### src/rtl/flux_frame_scheduler.sv
// flux_frame_scheduler: buffers one N-bin magnitude-squared frame from the FFT
// stage, replays it to spectral_flux as a paced mag_valid/mag_sq burst, then
// waits for frame_done before taking the next frame. Short frames are padded
// with zeros and long frames are truncated, so the engine always sees N bins.
//
// Optional feature: define FLUX_SCHED_TIMEOUT_EN to add a frame_done watchdog
// (TMO cycles in WAIT_DONE). Without it, timeout_o is tied low.
//
// state     | meaning
// S_IDLE    | parked, no bins accepted, waiting for enable
// S_FILL    | accepting bins into the frame buffer
// S_RESYNC  | frame overflowed, discarding bins until in_last
// S_DRAIN   | replaying buffer to spectral_flux, GAP idle cycles between bins
// S_WAIT    | burst done, waiting for frame_done (or watchdog)
module flux_frame_scheduler #(
  parameter int W   = 16,
  parameter int N   = 8,
  parameter int GAP = 0,
  parameter int TMO = 256
) (
  input  logic         clk_i,
  input  logic         rst_ni,
  input  logic         enable_i,
  input  logic         in_valid_i,
  output logic         in_ready_o,
  input  logic [W-1:0] in_data_i,
  input  logic         in_last_i,
  output logic         mag_valid_o,
  output logic [W-1:0] mag_sq_o,
  input  logic         frame_done_i,
  output logic         busy_o,
  output logic [15:0]  frame_count_o,
  output logic         short_frame_o,
  output logic         long_frame_o,
  output logic         timeout_o
);

  localparam int AW = $clog2(N);
  localparam int RW = AW + 1;
  localparam int GW = (GAP > 0) ? $clog2(GAP + 1) : 1;

  typedef enum logic [2:0] {
    S_IDLE   = 3'd0,
    S_FILL   = 3'd1,
    S_RESYNC = 3'd2,
    S_DRAIN  = 3'd3,
    S_WAIT   = 3'd4
  } state_t;

  state_t        state_q, state_d;
  logic [W-1:0]  mem_q [N];
  logic [W-1:0]  mem_d [N];
  logic [AW-1:0] wptr_q, wptr_d;
  logic [RW-1:0] rptr_q, rptr_d;
  logic [GW-1:0] gap_q, gap_d;
  logic          in_ready_q, in_ready_d;
  logic          mag_valid_q, mag_valid_d;
  logic [W-1:0]  mag_sq_q, mag_sq_d;
  logic [15:0]   frame_count_q, frame_count_d;
  logic          short_q, short_d;
  logic          long_q, long_d;
  logic          accept;

`ifdef FLUX_SCHED_TIMEOUT_EN
  localparam int TW = $clog2(TMO + 1);
  logic [TW-1:0] tmo_q, tmo_d;
  logic          timeout_q, timeout_d;
`endif

  assign accept = in_valid_i & in_ready_q;

  // Registered state, buffer, pointers and outputs; reset discards the frame.
  always_ff @(posedge clk_i or negedge rst_ni) begin
    if (!rst_ni) begin
      state_q       <= S_IDLE;
      for (int i = 0; i < N; i++) mem_q[i] <= '0;
      wptr_q        <= '0;
      rptr_q        <= '0;
      gap_q         <= '0;
      in_ready_q    <= 1'b0;
      mag_valid_q   <= 1'b0;
      mag_sq_q      <= '0;
      frame_count_q <= '0;
      short_q       <= 1'b0;
      long_q        <= 1'b0;
`ifdef FLUX_SCHED_TIMEOUT_EN
      tmo_q         <= '0;
      timeout_q     <= 1'b0;
`endif
    end else begin
      state_q       <= state_d;
      for (int i = 0; i < N; i++) mem_q[i] <= mem_d[i];
      wptr_q        <= wptr_d;
      rptr_q        <= rptr_d;
      gap_q         <= gap_d;
      in_ready_q    <= in_ready_d;
      mag_valid_q   <= mag_valid_d;
      mag_sq_q      <= mag_sq_d;
      frame_count_q <= frame_count_d;
      short_q       <= short_d;
      long_q        <= long_d;
`ifdef FLUX_SCHED_TIMEOUT_EN
      tmo_q         <= tmo_d;
      timeout_q     <= timeout_d;
`endif
    end
  end

  // Next-state, buffer writes, drain pacing and frame completion.
  always_comb begin
    state_d       = state_q;
    for (int i = 0; i < N; i++) mem_d[i] = mem_q[i];
    wptr_d        = wptr_q;
    rptr_d        = rptr_q;
    gap_d         = gap_q;
    mag_valid_d   = 1'b0;
    mag_sq_d      = '0;
    frame_count_d = frame_count_q;
    short_d       = short_q;
    long_d        = long_q;
`ifdef FLUX_SCHED_TIMEOUT_EN
    timeout_d     = timeout_q;
`endif

    case (state_q)
      S_IDLE: begin
        if (enable_i) begin
          state_d = S_FILL;
          wptr_d  = '0;
        end
      end

      S_FILL: begin
        if (accept) begin
          mem_d[wptr_q] = in_data_i;
          wptr_d        = wptr_q + 1'b1;
          if (in_last_i) begin
            // Short frame: pad the unwritten tail so stale bins never replay.
            if (wptr_q != AW'(N - 1)) begin
              short_d = 1'b1;
              for (int i = 0; i < N; i++) begin
                if (i > int'(wptr_q)) mem_d[i] = '0;
              end
            end
            state_d = S_DRAIN;
            rptr_d  = '0;
            gap_d   = '0;
          end else if (wptr_q == AW'(N - 1)) begin
            long_d  = 1'b1;
            state_d = S_RESYNC;
          end
        end
      end

      S_RESYNC: begin
        if (accept && in_last_i) begin
          state_d = S_DRAIN;
          rptr_d  = '0;
          gap_d   = '0;
        end
      end

      S_DRAIN: begin
        // Leave only once the final bin is actually on the output.
        if (rptr_q == RW'(N)) begin
          state_d = S_WAIT;
        end else if (gap_q == '0) begin
          mag_valid_d = 1'b1;
          mag_sq_d    = mem_q[rptr_q[AW-1:0]];
          rptr_d      = rptr_q + 1'b1;
          gap_d       = GW'(GAP);
        end else begin
          gap_d = gap_q - 1'b1;
        end
      end

      S_WAIT: begin
        if (frame_done_i) begin
          frame_count_d = frame_count_q + 16'd1;
          state_d       = enable_i ? S_FILL : S_IDLE;
          wptr_d        = '0;
        end
`ifdef FLUX_SCHED_TIMEOUT_EN
        else if (tmo_q == TW'(TMO - 1)) begin
          timeout_d = 1'b1;
          state_d   = enable_i ? S_FILL : S_IDLE;
          wptr_d    = '0;
        end
`endif
      end

      default: state_d = S_IDLE;
    endcase

    in_ready_d = (state_d == S_FILL) || (state_d == S_RESYNC);
  end

`ifdef FLUX_SCHED_TIMEOUT_EN
  // Watchdog counts consecutive WAIT cycles and restarts on every exit.
  always_comb begin
    tmo_d = '0;
    if (state_q == S_WAIT && state_d == S_WAIT) tmo_d = tmo_q + 1'b1;
  end
  assign timeout_o = timeout_q;
`else
  assign timeout_o = 1'b0;
`endif

  assign in_ready_o    = in_ready_q;
  assign mag_valid_o   = mag_valid_q;
  assign mag_sq_o      = mag_sq_q;
  assign busy_o        = (state_q != S_IDLE);
  assign frame_count_o = frame_count_q;
  assign short_frame_o = short_q;
  assign long_frame_o  = long_q;

endmodule
### config.mk
export PLATFORM = sky130hd
export DESIGN_NAME = flux_frame_scheduler
export DESIGN_NICKNAME = d
export VERILOG_FILES = /design/src/rtl/flux_frame_scheduler.sv
export SDC_FILE = /design/constraint.sdc
export NUM_CORES = 1
export LEC_CHECK = 0
export CORE_MARGIN = 10
export CORE_UTILIZATION = 53
export DETAILED_ROUTE_END_ITERATION = 6
export PLACE_DENSITY_LB_ADDON = 0.3
export SLEW_MARGIN = 10
export SYNTH_ARGS = -nofsm -noshare
export SYNTH_HDL_FRONTEND = slang
export SYNTH_SLANG_ARGS = --single-unit
### constraint.sdc
create_clock -name clk_i -period 1.9 [get_ports clk_i]
set_input_delay 0.475 -clock clk_i [delete_from_list [all_inputs] [get_ports clk_i]]
set_output_delay 0.475 -clock clk_i [all_outputs]
set_load 0.005 [all_outputs]
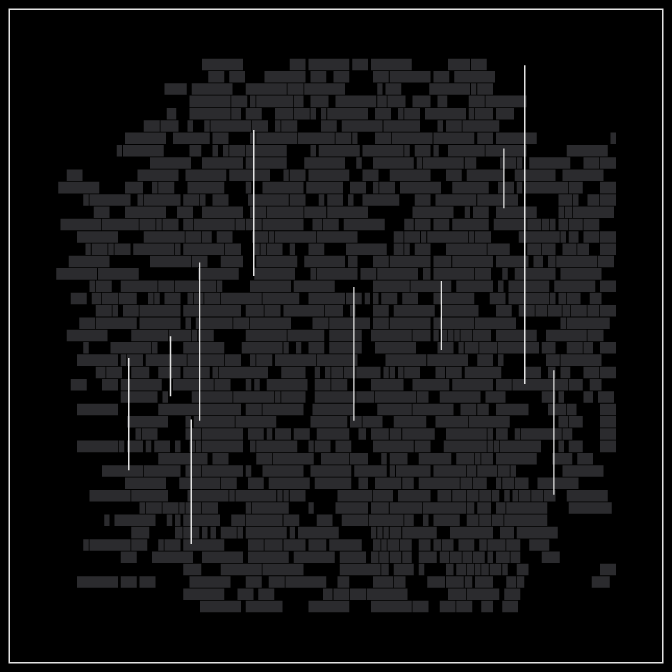
*The metal 4 layer, run 1*
main direction: vertical
nets with wire on the layer: 7
longest straight run: 70.0 um

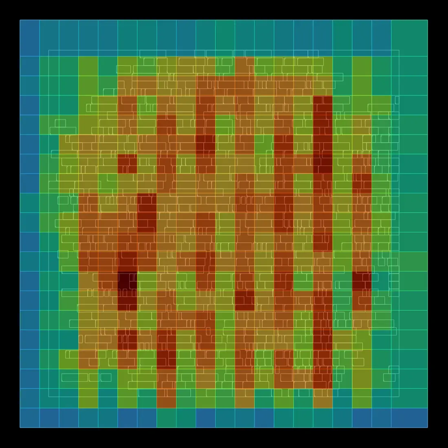
*Track usage over the die, run 1*
Final Util: 68.5%
met2 usage: 33.8%
wire length per cell: 21.7 um

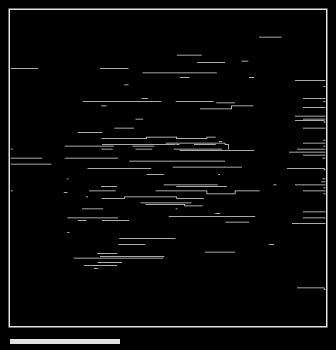
*Met3 routing, run 1*
Scale bar: 50 um.
longest straight run: 43.2 um
nets with wire on the layer: 65

==> run 1: kinds of logic after synthesis <==
| logic type | count (synthesis) | share of synthesized area (%) |
|---|---|---|
| simple gates | 198 | 12.0 |
| buf+inv | 47 | 2.98 |
| flops | 174 | 53.5 |
| compound gates | 17 | 1.57 |
| other cells | 1 | 0.0461 |
| fa+ha+maj | 6 | 0.922 |
| mux | 178 | 27.1 |
| xor+xnor | 18 | 1.94 |
==> run 1: final cells by class <==
class | count | area [um2]
clock buffer | 20 | 457
clock inverter | 11 | 134
fill | 1042 | 4770
inverter | 9 | 36.3
multi-input combinational | 418 | 3730
sequential | 174 | 4360
tap | 188 | 235
timing repair buffer | 123 | 1420
==> run 1: sequential cells by signal, summed over array words and instances, names as in the netlist <==
register	flops
long_frame_o	1
state_q	3
mag_valid_o	1
rptr_q	4
in_ready_o	1
short_frame_o	1
frame_count_o	16
mem_q	128
mag_sq_o	16
wptr_q	3
==> run 1: worst max-delay path: cells and delay by family (launching register included) <==
kind,cells,cell delay (ns)
buffers and inverters,4,0.65
flip-flops,1,0.41
multiplexers,1,0.23
AND/OR/NAND/NOR,3,0.45
==> run 1: through the flow <==
stage                     TNS (ns)  worst slack (ns)  instances  area, um2  power (uW)
after global placement      -32.45            -0.348        897       9330        9100
after CTS                 -0.00360          -0.00360        933       9990       12900
final                            0            0.0155        943      10400       13100
after global routing        -0.708           -0.0430        943      10400       13700
after detailed placement    -38.94            -0.413        897       9330        9280
after floorplan                  0            0.0180        639       8150        7720
==> run 1: layer usage <==
| metal | global-route usage, % | part of all wire (%) |
|---|---|---|
| met1 | 24.8 | 40 |
| met2 | 33.8 | 52 |
| met3 | 3.70 | 6.4 |
| met4 | 7.25 | 1.4 |
| met5 | 0 | 0 |
==> flow_summary.yaml, run 1 <==
# generated from flow reports
cts:
  htreeDepth: 4
  clock.latency.late_pin_ns: 0.44
  cts_root_buf: "clkbuf_16"
  hold_buffers: 1
  cts.sinks: 174
  clk_pin_slew_ns: 0.06
  clk_path_buf_depth: 2
  cts_setup_buffers: 4
logic_synthesis:
  top_cells_by_count: "dfrtp_1 (174), mux2i_1 (128), nor2_1 (128)"
  synth_warnings: 0
  syn-instance-count: 639
  synth_top_area_share_pct: 53.5
  synth_seq_share_pct: 53.5
  ys_cells: 639
  ys_chip_area_mm2: 0.00814
  ys_top_cells_by_area: "dfrtp_1 (53%), mux2i_1 (16%), mux4_2 (8.9%), nor2_1 (5.9%), mux2_2 (2.5%)"
  largest_area_cell: "dfrtp_1"
  synth_area_per_cell_um2: 12.7
  syn-num-nets: 667
  edf_count: 0
  ys_ff: 174
  synth_area_mm2: 0.00814
final_layout:
  antenna_cells: 0
  layout-drive-gt1-share_pct: 27.0
  area_delta_synth_final_pct: 27.4
  nets: 771
timing:
  clock.fmax_mhz: 531
  min_period_ns: 1.88
  rsz0062_at_grt: "yes"
  hold_violations: 0
  report.final.slew_viol_count: 0
  finalCritPeriodShare_pct: 99.2
  whs_ns: 0.461
  finalSetupViolCount: 0
  fin_skew_ns: 0.00804
placement:
  place.gp.congestion: 0.862
  place_hpwl_mm: 12.5
worst_setup_path:
  ff2ff_setup_slack_ns: 0.02
  worstSetupStartpointType: "flip-flop"
  cp-startpoint: "state_q[0]$_DFF_PN0_"
  r2r_start: "state_q[0]$_DFF_PN0_"
  crit_fanout: 16
  cpMostUsedCell: "buf_4"
  critPathRequiredTime_ns: 2.22
  path_cells: "buf_4 > buf_4 > and4b_2 > buf_4 > nand4_2 > buf_12 > mux2i_1 > nor2_1"
  critPathKind: "flip-flop to flip-flop"
  crit_path_max_incr_delay_ns: 0.41
  rr_endpoint: "mem_q[16]$_DFFE_PN0P_"
  cp_data_arrival_time_ns: 2.20
  slowest_stage: "dfrtp_2"
  crit_path_end_kind: "flip-flop"
power:
  pg_seq_uw: 5110
  comb_power_uw: 4430
  sw_frac_of_total_pct: 31.8
  power_density_mw_per_mm2: 1260
  p_switching_uw: 4150
  power-top-group: "sequential cells"
  combPwrFrac_pct: 33.9
  ir_drop_uv: 777
  p_clk_share_pct: 26.9
  p_leak_uw: 0.00517
  p_int_uw: 8900
status:
  status: "completed"
drt:
  drt_iter0_drc: 419
  ant_nets: 0
  drt-pass1-iter-count: 4
  vias: 5478
min_path:
  min_to: "short_frame_o$_DFFE_PN0P_"
  hp-class: "flip-flop to flip-flop"
  whs_path_depth: 1
  hold_start: "short_frame_o$_DFFE_PN0P_"
global_routing:
  grt_max_degree: 55
  gr-usage-all-layers_pct: 19.9
  grt_pass1_vias: 5771
  overflow: 0
  grt_pass1_wl_mm: 31.7
floorplanning:
  dieArea_mm2: 0.0207
  fp_util_pct: 53.7
  io_pins: 60
  core.rowCount: 45
  design.core.area_mm2: 0.0151
  die_w_um: 144
  die_y_um: 144
run:
  cap_viol_max_count: 0
  warnings: 30
### Met1 routing, run 1

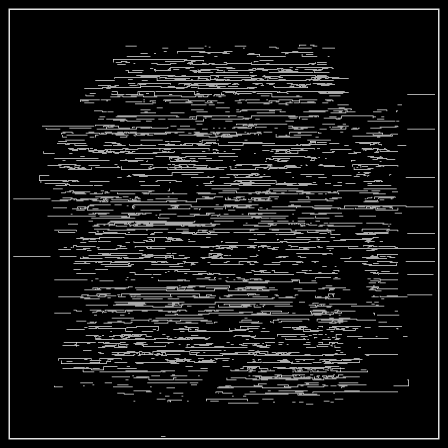

## Run 2: what changed since run 1
- ABC_AREA: not set -> 1
- CORE_UTILIZATION: 53 -> 54
- PLACE_DENSITY: not set -> 0.77
- PLACE_DENSITY_LB_ADDON: 0.3 -> not set
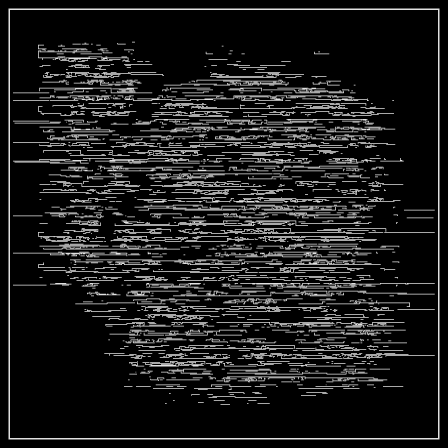
*Met1 routing, run 2*
longest straight run: 39.6 um
wire length on this layer: 10100 um

==> run 2 against run 1 <==
Against the previous run:
- register-to-register slack gained 0.11 ns
- power grew 12%
- via count grew 42%
- clock power grew 2%
- combinational power grew 26%
- largest cell class unchanged
==> flow_summary.yaml, run 2 <==
# generated from flow reports
min_path:
  hp-class: "primary input to asynchronous set/reset pin"
logic_synthesis:
  synth_warnings: 0
  largest_area_cell: "dfrtp_1"
  ys_cells: 1138
  top_cells_by_count: "nor2_1 (282), nand2_1 (187), dfrtp_1 (174)"
  synth_area_per_cell_um2: 7.90
  ys_ff: 174
  ys_top_cells_by_area: "dfrtp_1 (48%), nor2_1 (12%), o21ai_0 (8.6%), nand2_1 (7.8%), inv_1 (3.9%)"
  syn-num-nets: 1166
drt:
  wl_per_cell_um: 16.4
  wl_met1_mm: 10.1
  ant_nets: 0
  vias: 7792
  dr.max_layer_used: "met4"
  drt_iter0_drc: 619
  drt-pass1-iter-count: 5
placement:
  dp_slack_ns: -0.236
  place.gp.congestion: 0.887
timing:
  rsz0062_at_grt: "no"
  worst_slack_ns: 0.0488
  fin_setup_tns_ns: 0
  finalSetupViolCount: 0
  whs_ns: 0.0224
  min_period_ns: 1.85
  hold_violations: 0
  fin_skew_ns: 0.00839
run:
  warnings: 30
  cap_viol_max_count: 0
power:
  power_density_mw_per_mm2: 1360
  power-top-group: "combinational cells"
  p_clk_share_pct: 24.5
  p_switching_uw: 5440
  sw_frac_of_total_pct: 37.3
  p_int_uw: 9160
  finalPower_uw: 14600
global_routing:
  grt_pass1_vias: 7717
  use_met3_pct: 4.95
  overflow: 0
  grtUsageMet2_pct: 35.2
  gr-usage-all-layers_pct: 21.6
floorplanning:
  die_w_um: 149
  fp_util_pct: 54.6
  io_pins: 60
  core.rowCount: 47
  design.core.area_mm2: 0.0165
  dieArea_mm2: 0.0222
worst_setup_path:
  crit_fanout: 5
  path_cells: "clkdlybuf4s50_1"
  critPathKind: "flip-flop to primary output"
  crit_path_end_kind: "primary output"
  slowest_stage: "clkdlybuf4s50_1"
  worstPathBufferInverterCount: 1
  cp_data_arrival_time_ns: 1.38
  ff2ff_setup_slack_ns: 0.13
  worstSetupStartpointType: "flip-flop"
  cpLargestDelayFamily: "buffers and inverters"
final_layout:
  layout-drive-gt1-share_pct: 13.3
  layout.cells.non_filler: 1442
  area_delta_synth_final_pct: 19.2
  fillers: 1375
  finish.utilization_pct: 65.1
  top_register: "mem_q"
  final_area_mm2: 0.0107
  nets: 1239
cts:
  clk_path_buf_depth: 2
  clk_pin_slew_ns: 0.07
  hold_buffers: 0
  cts_root_buf: "clkbuf_16"
  htreeDepth: 4
status:
  status: "completed"
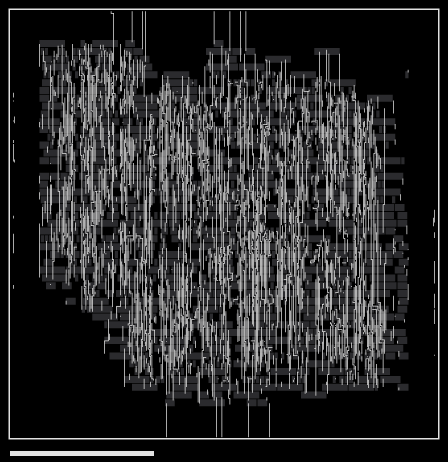
*Metal 2, run 2*
Scale bar: 50 um.
nets with wire on the layer: 943
main direction: vertical

[run 2: netlist changes by cell type after synthesis, moves of 18 or more]
cell	delta
a21oi_1	+21
inv_1	+85
mux2_2	-18
mux2i_1	-128
mux4_2	-32
nand2_1	+177
nand3_1	+28
nor2_1	+154
nor3_2	+31
o21ai_0	+149
[run 2: worst max path at each step]
stage	start	endpoint	slack, ns	cells after the start
4_1_cts	frame_count_o[6]$_DFFE_PN0P_	frame_count_o[6]	0.001	1
6_report	frame_count_o[14]$_DFFE_PN0P_	frame_count_o[14]	0.05	1
2_1_floorplan	wptr_q[1]$_DFFE_PN0P_	mem_q[69]$_DFFE_PN0P_	0.10	7
3_5_place_dp	in_valid_i	mem_q[61]$_DFFE_PN0P_	-0.24	7
5_1_grt	frame_count_o[14]$_DFFE_PN0P_	frame_count_o[14]	0.005	1
3_3_place_gp	in_valid_i	mem_q[59]$_DFFE_PN0P_	-0.19	7
[run 2: kinds of logic (layout without fill, tap and decap cells)]
logic type | Yosys count | after routing | share of synthesized area, %
buf+inv | 161 | 245 | 8.53
xor+xnor | 10 | 10 | 0.974
other cells | 1 | 1 | 0.0417
flops | 174 | 174 | 48.4
fa+ha+maj | 6 | 6 | 0.835
compound gates | 201 | 201 | 11.5
simple gates | 585 | 585 | 29.7
[run 2: cell type report]
class,count,area (um2),share of cell area (%)
multi-input combinational,803,3890,36.3
inverter,102,395,3.69
timing repair buffer,113,1210,11.3
clock inverter,12,163,1.52
tap,220,275,2.57
clock buffer,18,429,4.00
sequential,174,4360,40.7
[run 2: what timing repair did]
action | CTS | global route
cloned | 0 | 0
resized | 6 | 6
pin swaps | 0 | 0
setup buffers | 3 | 7
setup endpoints to repair | 5 | 24
Power and IR drop assume default switching activity.
